===== config.mk =====
export PLATFORM = sky130hd
export DESIGN_NAME = vec_max_argmax
export DESIGN_NICKNAME = d
export VERILOG_FILES = /design/src/rtl/vec_max_argmax.sv
export SDC_FILE = /design/constraint.sdc
export NUM_CORES = 1
export LEC_CHECK = 0
export CORE_MARGIN = 5
export CORE_UTILIZATION = 40
export CTS_CLUSTER_SIZE = 30
export DETAILED_ROUTE_END_ITERATION = 6
export GPL_ROUTABILITY_DRIVEN = 0
export GPL_TIMING_DRIVEN = 0
export HOLD_SLACK_MARGIN = 0.06
export PLACE_DENSITY = 0.65
export SETUP_SLACK_MARGIN = 0.5
export SLEW_MARGIN = 20
export SYNTH_ARGS = -nofsm -noshare
export SYNTH_HDL_FRONTEND = slang
export SYNTH_SLANG_ARGS = --single-unit

===== constraint.sdc =====
create_clock -name clk -period 2.4 [get_ports clk]
set_input_delay 0.48 -clock clk [delete_from_list [all_inputs] [get_ports clk]]
set_output_delay 0.48 -clock clk [all_outputs]
set_load 0.01 [all_outputs]

===== src/rtl/vec_max_argmax.sv =====
`default_nettype none
// ============================================================================
// Module   : vec_max_argmax
// Purpose  : Streaming IEEE float vector reduction returning the maximum value
//            and the index of its first occurrence, with NaN/overflow flags.
// Revision : 1.0
// ============================================================================
module vec_max_argmax #(
    parameter int    BITS      = 16,
    parameter string PRECISION = "HALF",
    parameter int    IDX_BITS  = 8
) (
    input  logic                clk,
    input  logic                rst,
    input  logic                in_valid,
    input  logic                in_last,
    input  logic [BITS-1:0]     a,
    output logic                in_ready,
    output logic                out_valid,
    input  logic                out_ready,
    output logic [BITS-1:0]     max,
    output logic [IDX_BITS-1:0] max_index,
    output logic                nan_seen,
    output logic                overflow
);

    localparam int EXP_W = (PRECISION == "SINGLE") ? 8 : 5;
    localparam int MAN_W = BITS - 1 - EXP_W;
    localparam logic [BITS-1:0] QNAN = {1'b0, {EXP_W{1'b1}}, 1'b1, {(MAN_W-1){1'b0}}};

    typedef enum logic [1:0] {
        ST_IDLE  = 2'd0,
        ST_ACCUM = 2'd1,
        ST_HOLD  = 2'd2
    } state_t;

    state_t                state_q, state_d;
    logic                  in_ready_q, in_ready_d;
    logic                  out_valid_q, out_valid_d;
    logic [BITS-1:0]       max_q, max_d;
    logic [IDX_BITS-1:0]   max_index_q, max_index_d;
    logic                  nan_seen_q, nan_seen_d;
    logic                  overflow_q, overflow_d;
    logic [IDX_BITS-1:0]   cnt_q, cnt_d;
    logic                  have_num_q, have_num_d;

    logic                  w_accept;
    logic                  w_a_nan;

    // Magnitude field only: exponent all ones with a nonzero mantissa.
    function automatic logic is_nan(input logic [BITS-2:0] mag);
        return (&mag[BITS-2 -: EXP_W]) && (|mag[MAN_W-1:0]);
    endfunction

    // Strict IEEE ordering for non-NaN operands; +0 and -0 compare equal.
    function automatic logic greater(input logic [BITS-1:0] x, input logic [BITS-1:0] y);
        logic [BITS-2:0] mx;
        logic [BITS-2:0] my;
        mx = x[BITS-2:0];
        my = y[BITS-2:0];
        if ((mx == '0) && (my == '0))
            return 1'b0;
        if (x[BITS-1] != y[BITS-1])
            return ~x[BITS-1];
        if (!x[BITS-1])
            return mx > my;
        return mx < my;
    endfunction

    assign w_accept = in_valid && in_ready_q;
    assign w_a_nan  = is_nan(a[BITS-2:0]);

    always_comb begin
        state_d     = state_q;
        max_d       = max_q;
        max_index_d = max_index_q;
        nan_seen_d  = nan_seen_q;
        overflow_d  = overflow_q;
        cnt_d       = cnt_q;
        have_num_d  = have_num_q;

        case (state_q)
            ST_IDLE: begin
                if (w_accept) begin
                    max_d       = w_a_nan ? QNAN : a;
                    have_num_d  = ~w_a_nan;
                    max_index_d = '0;
                    nan_seen_d  = w_a_nan;
                    overflow_d  = 1'b0;
                    cnt_d       = IDX_BITS'(1);
                    state_d     = in_last ? ST_HOLD : ST_ACCUM;
                end
            end
            ST_ACCUM: begin
                if (w_accept) begin
                    cnt_d = cnt_q + IDX_BITS'(1);
                    // A zero count here means the counter already wrapped.
                    if (cnt_q == '0)
                        overflow_d = 1'b1;
                    if (w_a_nan) begin
                        nan_seen_d = 1'b1;
                    end else if (!have_num_q || greater(a, max_q)) begin
                        max_d       = a;
                        max_index_d = cnt_q;
                        have_num_d  = 1'b1;
                    end
                    if (in_last)
                        state_d = ST_HOLD;
                end
            end
            ST_HOLD: begin
                if (out_ready) begin
                    state_d = ST_IDLE;
                    cnt_d   = '0;
                end
            end
            default: begin
                state_d = ST_IDLE;
            end
        endcase

        in_ready_d  = (state_d != ST_HOLD);
        out_valid_d = (state_d == ST_HOLD);
    end

    always_ff @(posedge clk or posedge rst) begin
        if (rst) begin
            state_q     <= ST_IDLE;
            in_ready_q  <= 1'b1;
            out_valid_q <= 1'b0;
            max_q       <= '0;
            max_index_q <= '0;
            nan_seen_q  <= 1'b0;
            overflow_q  <= 1'b0;
            cnt_q       <= '0;
            have_num_q  <= 1'b0;
        end else begin
            state_q     <= state_d;
            in_ready_q  <= in_ready_d;
            out_valid_q <= out_valid_d;
            max_q       <= max_d;
            max_index_q <= max_index_d;
            nan_seen_q  <= nan_seen_d;
            overflow_q  <= overflow_d;
            cnt_q       <= cnt_d;
            have_num_q  <= have_num_d;
        end
    end

    assign in_ready  = in_ready_q;
    assign out_valid = out_valid_q;
    assign max       = max_q;
    assign max_index = max_index_q;
    assign nan_seen  = nan_seen_q;
    assign overflow  = overflow_q;

endmodule
`default_nettype wire


==> metrics.yaml <==
outcome:
  outcome: "finished, final reports clean"
layout:
  synthToLayoutAreaGrowth_pct: 56.3
  dominant-cell-class: "logic gates"
  final_common_cell: "dfrtp_1"
  clk_share: 0.0252
  logic_gate_count: 145
  fin_cells: 388
  final_util: 0.643
  fin_area_sq_um: 3520
  nets: 357
  n_clock_buffer: 5
  final-seq-area_sq_um: 978
  drive_above_1_share: 0.364
routing:
  drt.antenna.violating_nets: 0
  drt-initial-drc-count: 150
  drc: 0
  routedWlPerCell_um: 16.5
  via_per_inst: 5.30
synthesis:
  yosysCellCount: 214
  ys_seq_elements: 39
  topCellsByArea: "dfrtp_1 (42%), ha_1 (12%), a22o_1 (7.0%), inv_1 (4.2%), nor2_1 (2.8%)"
  aoi_share: 0.205
  synthTopLogicFamily: "AND-OR/OR-AND gates"
  netlist.area_leader.share: 0.422
  synth_dominant_cell_count: "dfrtp_1"
  synth-async-reset-ratio: 1.00
  yosysWarnings: 0
  ys.flop_type: "dfrtp_1"
  edf_count: 0
floorplanning:
  fp.dieH_um: 85.0
  num_tap_cells: 72
  die_w_um: 85.0
clock_tree:
  clkSinkCount: 39
  h-tree-depth: 2
  numCtsBuffers: 5
  path_clk_slew_ns: 0.08
  cts_tree: "done"
global_routing:
  grt_pass1_wl_mm: 9.98
  grt_overflow_total: 0
  grt_pass1_vias: 1986
  antenna_found_initial: 0
sta:
  rsz0062_at_grt: "yes"
  finClkSkew_ns: 0.00398
  worst_slack_ns: 0.0512
  setup_violations: 0
  tightest_slew_ns: 0.458
  hold_viol: 0
  slew_violations: 0
critical_path:
  cp_slowest_cell: "dfrtp_1"
  arrival_ns: 2.56
  crit_path_max_incr_delay_ns: 0.40
  path_max_fanout: 5
  crit_path_start_kind: "flip-flop"
  end_kind: "flip-flop"
placed_design:
  pre_cts_slack_ns: -0.623
  place_inst: 335
  hpwlAfterDp_mm: 4.13
  placed_area_sq_um: 2900
power:
  power_leakage_nw: 1.57
  power.density_nw_per_um2: 1070
  ir_drop_v: 0.000505
job:
  warning_count: 33
state kept, by name (all words and copies together), names as in the netlist:
name and cells:
nan_seen 1, in_ready 1, cnt_q 8, state_q 2, have_num_q 1, overflow 1
out_valid 1, max 16, max_index 8
kinds of logic after synthesis:
logic type,after synthesis
AND-OR/OR-AND,58
AND/OR/NAND/NOR,58
adder cells (fa/ha/maj),21
XOR/XNOR,6
buffers and inverters,30
flip-flops,39
multiplexers,2
per-layer routing:
layer | vias up | track usage | part of all wire
met4 | 0 | 0.0259 | 0.017
met3 | 8 | 0.0252 | 0.052
met5 | - | 0 | 0
met2 | 65 | 0.272 | 0.47
li1 | 983 | - | -
met1 | 1002 | 0.246 | 0.46
how the worst max path moves through the flow:
stage	to	slack [ns]	cells past startpoint
6_report	max[4]	0.05	11
5_1_grt	max[1]	-0.03	10
4_1_cts	max[4]	0.04	10
3_5_place_dp	max_index[4]	-0.62	9
3_3_place_gp	max_index[0]	-0.59	9
2_1_floorplan	max_index[0]	0.21	8
critical path, delay by kind of cell, from the launching register on:
| kind | cells | cell delay, ns |
|---|---|---|
| AND-OR/OR-AND | 4 | 0.85 |
| adder cells (fa/ha/maj) | 1 | 0.30 |
| buffers and inverters | 3 | 0.38 |
| flip-flops | 1 | 0.40 |
| AND/OR/NAND/NOR | 3 | 0.32 |
timing repair:
action | 4_1_cts | 5_1_grt
gates resized | 36 | 43
gates cloned | 1 | 2
setup buffers | 27 | 15
pin swaps | 21 | 15
setup endpoints to repair | 30 | 30
hold endpoints to repair | 0 | 0
power breakdown:
group	switching [W]	leakage, nW	internal [W]	total (W)
Sequential	0.000178	0.500	0.000834	0.00101
Clock	0.000240	0.0402	0.000202	0.000442
Combinational	0.00104	1.03	0.00128	0.00232
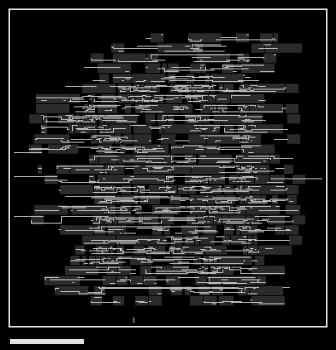
met1.png
Bar = 20 um.
- main direction: horizontal
- share of all routed wire: 46%

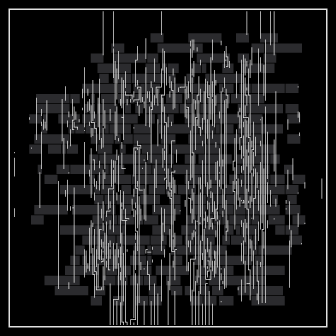
met2.png
- nets with wire on the layer: 301
- main direction: vertical
- share of all routed wire: 47%
- wire length on this layer: 3020 um
detailed-route via count: 2058
routed wire length: 6.42 mm
grt met2 use: 0.272

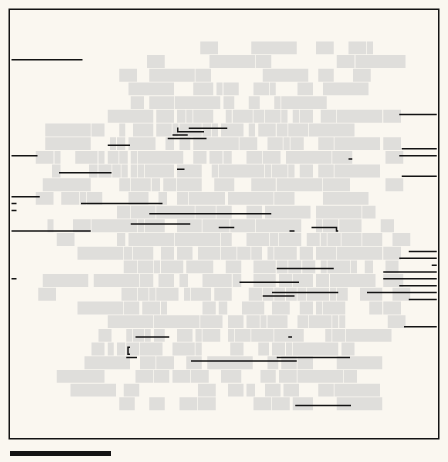
met3.png
Bar = 20 um.
- wire length on this layer: 332 um
- nets with wire on the layer: 41
- share of all routed wire: 5.2%
met3 global-route usage: 0.0252

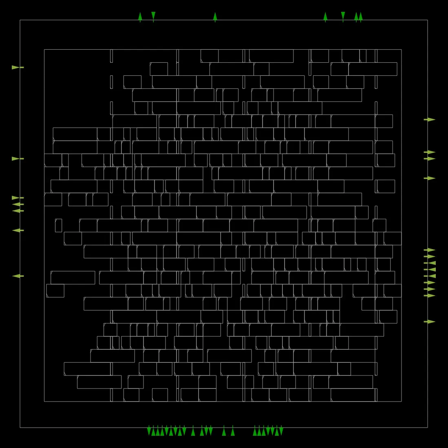
final_placement.png
Filler cells: 424
sequential share of cell area: 0.278
number of cell rows: 27

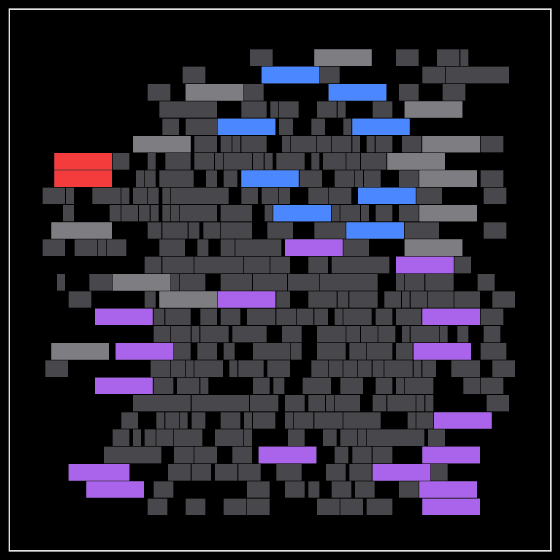
registers.png
Other sequential cells in the stronger gray, the rest of the logic in the fainter gray.
- blue: `cnt_q` (placed flops 8; where top middle)
- purple: `max` (placed flops 16)
- red: `state_q` (placed flops 2)
- not colored: 13

Power and IR drop assume default switching activity.
